==> config.mk <==
export PLATFORM = sky130hd
export DESIGN_NAME = pdm_decimator
export DESIGN_NICKNAME = d
export VERILOG_FILES = /design/src/rtl/pdm_pkg.sv /design/src/rtl/pdm_decimator_cic2.sv /design/src/rtl/pdm_decimator.sv
export SDC_FILE = /design/constraint.sdc
export NUM_CORES = 1
export LEC_CHECK = 0
export CORE_ASPECT_RATIO = 1.1
export CORE_MARGIN = 2
export CORE_UTILIZATION = 23
export CTS_BUF_LIST = sky130_fd_sc_hd__clkbuf_16
export DETAILED_ROUTE_END_ITERATION = 12
export PLACE_DENSITY = 0.36
export SLEW_MARGIN = 10
export SYNTH_ARGS = -nofsm -noshare
export SYNTH_HDL_FRONTEND = slang
export SYNTH_HIERARCHICAL = 1
export SYNTH_SLANG_ARGS = --single-unit
==> constraint.sdc <==
create_clock -name clk -period 4 [get_ports clk]
set_input_delay 0.8 -clock clk [delete_from_list [all_inputs] [get_ports clk]]
set_output_delay 0.8 -clock clk [all_outputs]
set_load 0.01 [all_outputs]
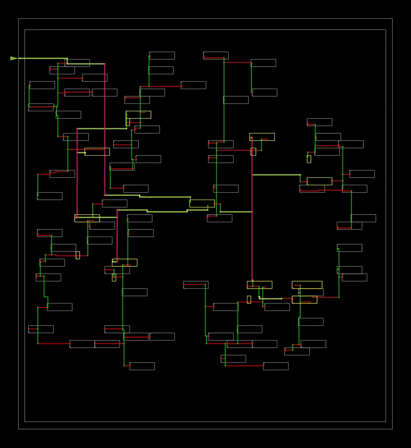
run_1/clock_nets.png
clock buf count: 9
Skew-Pair Late Insertion Delay: 0.34 ns

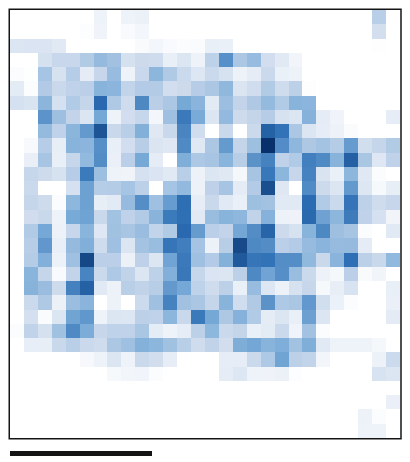
run_1/route_heat.png
The bar under the picture is 50 um long. 28 x 30 tiles, from white (low) to dark blue (high), scaled to the fullest tile. Values are wire area over tile area, all layers added.
- tiles over half the peak: 10%
- emptiest ninth of the die: bottom right
- densest ninth of the die: middle
WL/cell: 12.88 um
drt total wl: 9625 um
Tot GR Track Use: 0.09847
Vias: 3,282

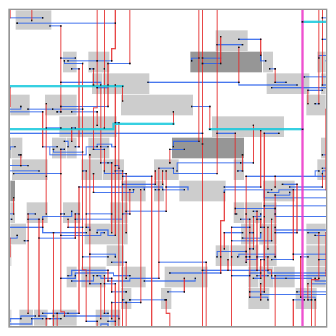
run_1/closeup.png
Region (49, 55) to (89, 95) um. Cells in gray, sequential cells in the stronger gray; small squares are vias.
- M2: red
- M3: cyan
- M4: magenta
- M1: blue
- sequential cells in the window: 2
- most frequent: nor2_1 (5), a21oi_1 (5), inv_1 (5)
- cells with their middle in the window: 63

==> results.yml, run 1 <==
# implementation run metrics
global_route:
  grt.busiest_layer: "met2"
  grt_pass1_vias: 3246
  antenna_found_initial: 0
  grt_use_met1: 0.1180
  grtUsageMet2: 0.1679
  overflow: 0
  grt_first_pass_wirelength_um: 15950
outcome:
  run_status: "finished, final reports clean"
placement:
  dp_slack_ns: 0.09339
  gp_congestion: 0.7169
  hpwl_um: 6936
  place.detailed.instances: 721
pwr:
  power.density_mw_per_mm2: 822.7
  p_seq_uw: 938
  seq_power_share: 0.212
  p_leak_nw: 2.450
  comb_power_share: 0.614
run:
  warnings: 27
  maxCapViolCount: 0
cells_and_area:
  clock_cell_area_share: 0.05191
  comb_cells: 344
  flops: 73
  area_growth_pct: 18.97
  mostFrequentLayoutCells: "73 x dfrtp_1, 55 x nand2_1, 38 x inv_1"
  lay_top_count: "dfrtp_1"
  dominant_cells: "logic gates"
  seq_share: 0.3399
  drive_above_1_share: 0.1440
  comb_share: 0.4795
  fin_cells: 747
  register_area_mm2: 0.001827
synth:
  synth_cells: 467
  ys_cells: 467
  async_flop_share: 1.000
  seq_area_frac_synth: 0.4043
  synth_flops: 73
  netlist_area_mm2: 0.004518
  ys_area_mm2: 0.004518
route:
  drc: 0
  route.top_layer_used: "met4"
  firstDrtPassIters: 4
  drtIter0Drc: 108
  m1WireLength_um: 4350
  routed_via_density: 4.394
setup_path:
  critPathBufInv: 0
  cp-end-kind: "register"
  path_delay_family: "AND-OR/OR-AND gates"
  worstPathCellList: "ha_1 > nor2b_4 > o31a_1 > o31a_4 > o2111ai_2 > nand2_2 > xor2_2 > ha_4 > a41o_1 > a21o_1 > nor2_1 > o21ai_1 > o211ai_1 > xor2_1 > nor4b_4 > nand4_2 > nand3_1"
  cp.depth: 17
  regToRegSetupSlack_ns: 0.17
  critPathMaxFanout: 9
  cp.required_ns: 4.27
clock_network:
  cts_root_buf: "clkbuf_16"
  cts.path.max_buffers: 2
  cts_buffers: 9
  cts_max_level: 3
floorplan:
  io_pins: 30
  num_rows: 53
  die_h_um: 151.0
min_path:
  hold_depth: 0
sta:
  slew_viol_final: 0
  period_minus_slack_ns: 3.830
  rsz0062_at_grt: "yes"
  max_slew.worst_pin.slew_ns: 0.9775
  max_slew_margin: 0.3483
-- run 1: cell families (layout without fill, tap and decap cells) --
group	count (synthesis)	in the layout	synth area share
DFF	73	73	0.4043
xor gates and xnor gates	46	46	0.09249
adders and majority gates	42	42	0.1213
other	1	16	0.0008300
AOI/OAI and AO/OA	105	105	0.1507
and+or+nand+nor	131	132	0.1534
buffers and inverters	66	83	0.06951
muxes	3	3	0.007477
-- run 1: metrics by stage --
stage	utilization	area [um^2]	power, mW
detailed placement	0.2549	4885	3.439
global placement	0.2549	4885	3.412
CTS	0.2694	5164	4.246
floorplan	-	4574	2.913
finish	0.2805	5375	4.422
global route	0.2805	5375	4.828
-- run 1: synth_stat cells, types with 2 or more instances --
| master | number |
|---|---|
| and4_1 | 2 |
| nand2_1 | 56 |
| inv_2 | 2 |
| xnor2_2 | 2 |
| o21a_1 | 7 |
| and3_1 | 7 |
| nor4_4 | 2 |
| or2_2 | 2 |
| nand3_1 | 19 |
| mux2_2 | 3 |
| o31a_1 | 2 |
| clkbuf_1 | 5 |
| a31oi_1 | 4 |
| xor2_1 | 18 |
| a211oi_1 | 5 |
| dfrtp_1 | 73 |
| o221ai_1 | 2 |
| nor2b_1 | 2 |
| nor3_1 | 8 |
| o21ai_2 | 2 |
| buf_2 | 5 |
| ha_1 | 39 |
| o21bai_1 | 4 |
| nand4_1 | 5 |
| fa_1 | 3 |
| xnor2_1 | 26 |
| o211ai_1 | 4 |
| a21o_1 | 8 |
| inv_1 | 38 |
| o21ai_0 | 33 |
| buf_4 | 16 |
| a21oi_1 | 22 |
| nor2_1 | 17 |
| a211o_1 | 2 |
| o2111ai_1 | 2 |
| o311ai_1 | 2 |
-- run 1: what timing repair did --
action / CTS / global route
endpoints found under the setup margin: 0 / 10
resized: 0 / 31
setup buffers: 0 / 9
--- run 2 (diff from run 1) ---
--- a/config.mk
+++ b/config.mk
@@ -9,6 +9,7 @@
 export CORE_MARGIN = 2
 export CORE_UTILIZATION = 23
 export CTS_BUF_LIST = sky130_fd_sc_hd__clkbuf_16
+export CTS_CLUSTER_SIZE = 12
 export DETAILED_ROUTE_END_ITERATION = 12
 export PLACE_DENSITY = 0.36
 export SLEW_MARGIN = 10
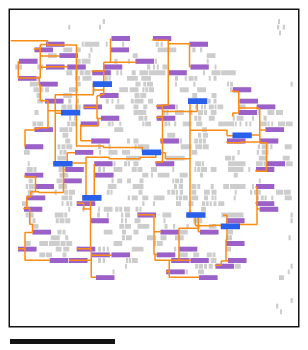
run_2/clock_wires.png
The bar under the picture is 50 um long.
- flip-flops: purple (count 73)
- clock wires: orange (length 1,190 um)
- clock-net drivers: blue (count 9)
- routed clock nets: 10
Clock Power: 771 uW
clock power share: 0.174
Worst Skew: 0.007688 ns

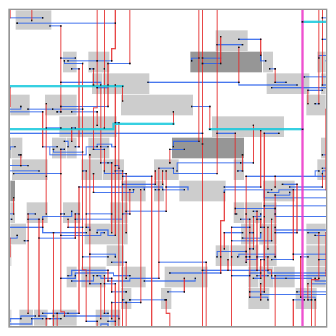
run_2/closeup.png
Region (49, 55) to (89, 95) um. Cells in gray, sequential cells in the stronger gray; small squares are vias.
- M2: red
- M1: blue
- M4: magenta
- M3: cyan
- sequential cells in the window: 2
- most frequent: nor2_1 (5), a21oi_1 (5), inv_1 (5)
- cells with their middle in the window: 63

==> run 2 against run 1 <==
Power unchanged. Cell area is the same. Register-to-register slack about the same. Count of clock-buffer cells in the layout did not move. Non-clock buffer count unchanged. Sequential cell count unchanged. Worst setup slack did not move. Critical path depth stayed put. Routed wire length did not move. Global-route usage did not move. Critical path type unchanged. Largest power group unchanged.
==> results.yml, run 2 <==
# implementation run metrics
outcome:
  run_status: "finished, final reports clean"
route:
  routed_wl_um: 9625
  post_drt_wl_per_cell_um: 12.88
  routed_via_density: 4.394
  m1WireLength_um: 4350
  vias: 3282
  drtIter0Drc: 108
  drc: 0
clock_network:
  insertion_delay_ns: 0.34
  cts.path.max_buffers: 2
  cts_max_level: 3
  path_clk_slew_ns: 0.06
  cts_root_buf: "clkbuf_16"
global_route:
  overflow: 0
  grt_first_pass_wirelength_um: 15950
  grt_pass1_vias: 3246
  antenna_found_initial: 0
  grt_usage: 0.09847
cells_and_area:
  drive_above_1_share: 0.1440
  lay_top_count: "dfrtp_1"
  register_area_mm2: 0.001827
  stdcell_area_mm2: 0.005375
  fin_cells: 747
setup_path:
  regToRegSetupSlack_ns: 0.17
  cp-end-kind: "register"
  cp.required_ns: 4.27
  critPathMaxFanout: 9
  start_kind: "register"
sta:
  post-route-period-util: 0.9576
  fin_ws_ns: 0.1697
  max_slew.worst_pin.slew_ns: 0.9775
  rsz0062_at_grt: "yes"
  max_slew_margin: 0.3483
  period_minus_slack_ns: 3.830
  slew_viol_final: 0
floorplan:
  num_rows: 53
  die_h_um: 151.0
  io_pins: 30
synth:
  async_flop_share: 1.000
  ys_types: 54
  ys_cells: 467
  synth_flops: 73
  synth_cells: 467
  flop_cell: "dfrtp_1"
  seq_area_frac_synth: 0.4043
  most_common_cell: "dfrtp_1"
  common_cells: "73 x dfrtp_1, 56 x nand2_1, 39 x ha_1"
  ys_area_mm2: 0.004518
  netlist_area_mm2: 0.004518
placement:
  hpwl_um: 6936
  place.detailed.instances: 721
  port_buffers: 13
  place_area_mm2: 0.004885
  gp_congestion: 0.7169
  dp_slack_ns: 0.09339
min_path:
  hold_depth: 0
pwr:
  power.density_mw_per_mm2: 822.7
  p_seq_uw: 938
  netSwitchingFraction: 0.4345
  p_leak_nw: 2.450
  comb_power_share: 0.614
  ir_drop_mv: 0.2914
run:
  warnings: 27
  maxCapViolCount: 0
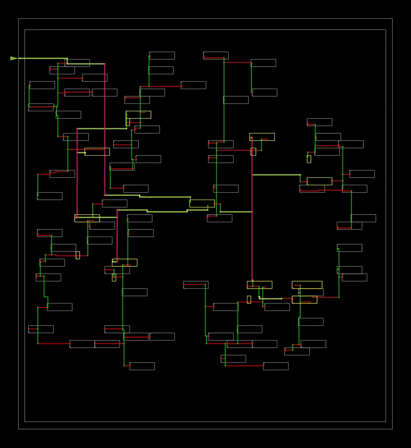
run_2/clock_nets.png
Num CTS Buffers: 9
clk sink count: 73

-- run 2: what timing repair did --
action,CTS,global route
gates resized,0,31
setup buffers,0,9
setup endpoints to repair,0,10
-- run 2: logic make-up (layout without fill, tap and decap cells) --
logic type | after synthesis | count (layout) | share of synthesized area
AND/OR/NAND/NOR | 131 | 132 | 0.1534
flip-flops | 73 | 73 | 0.4043
buffers and inverters | 66 | 83 | 0.06951
adder cells (fa/ha/maj) | 42 | 42 | 0.1213
multiplexers | 3 | 3 | 0.007477
XOR/XNOR | 46 | 46 | 0.09249
other | 1 | 16 | 0.0008300
AND-OR/OR-AND | 105 | 105 | 0.1507
-- run 2: cell type report --
class,instances,share of cell area
multi-input cells,344,0.4795
repair buffers,27,0.04330
clock inverters,7,0.01001
well taps,247,0.05750
clock buffers,9,0.04190
flip-flops and latches,73,0.3399
inverters,40,0.02793
-- run 2: per-stage QoR --
step / TNS (ns) / utilization
2_1_floorplan: 0 / -
3_3_place_gp: 0 / 0.2549
3_5_place_dp: 0 / 0.2549
4_1_cts: 0 / 0.2694
5_1_grt: -0.1359 / 0.2805
6_report: 0 / 0.2805
-- run 2: layer usage --
metal / vias up / track usage
li1: 1649 / -
met1: 1583 / 0.1180
met2: 38 / 0.1679
met3: 12 / 0.02544
met4: 0 / 0.03866
met5: - / 0
-- run 2: critical path, stage by stage (launching register included) --
cell	delay [ns]
dfrtp_1	0.39
ha_1	0.29
nor2b_4	0.13
o31a_1	0.27
o31a_4	0.32
o2111ai_2	0.23
nand2_2	0.11
xor2_2	0.17
ha_4	0.26
a41o_1	0.21
a21o_1	0.17
nor2_1	0.11
o21ai_1	0.07
o211ai_1	0.11
xor2_1	0.19
nor4b_4	0.36
nand4_2	0.22
nand3_1	0.14
No activity file was given, so power comes from the tool's default toggle rates.
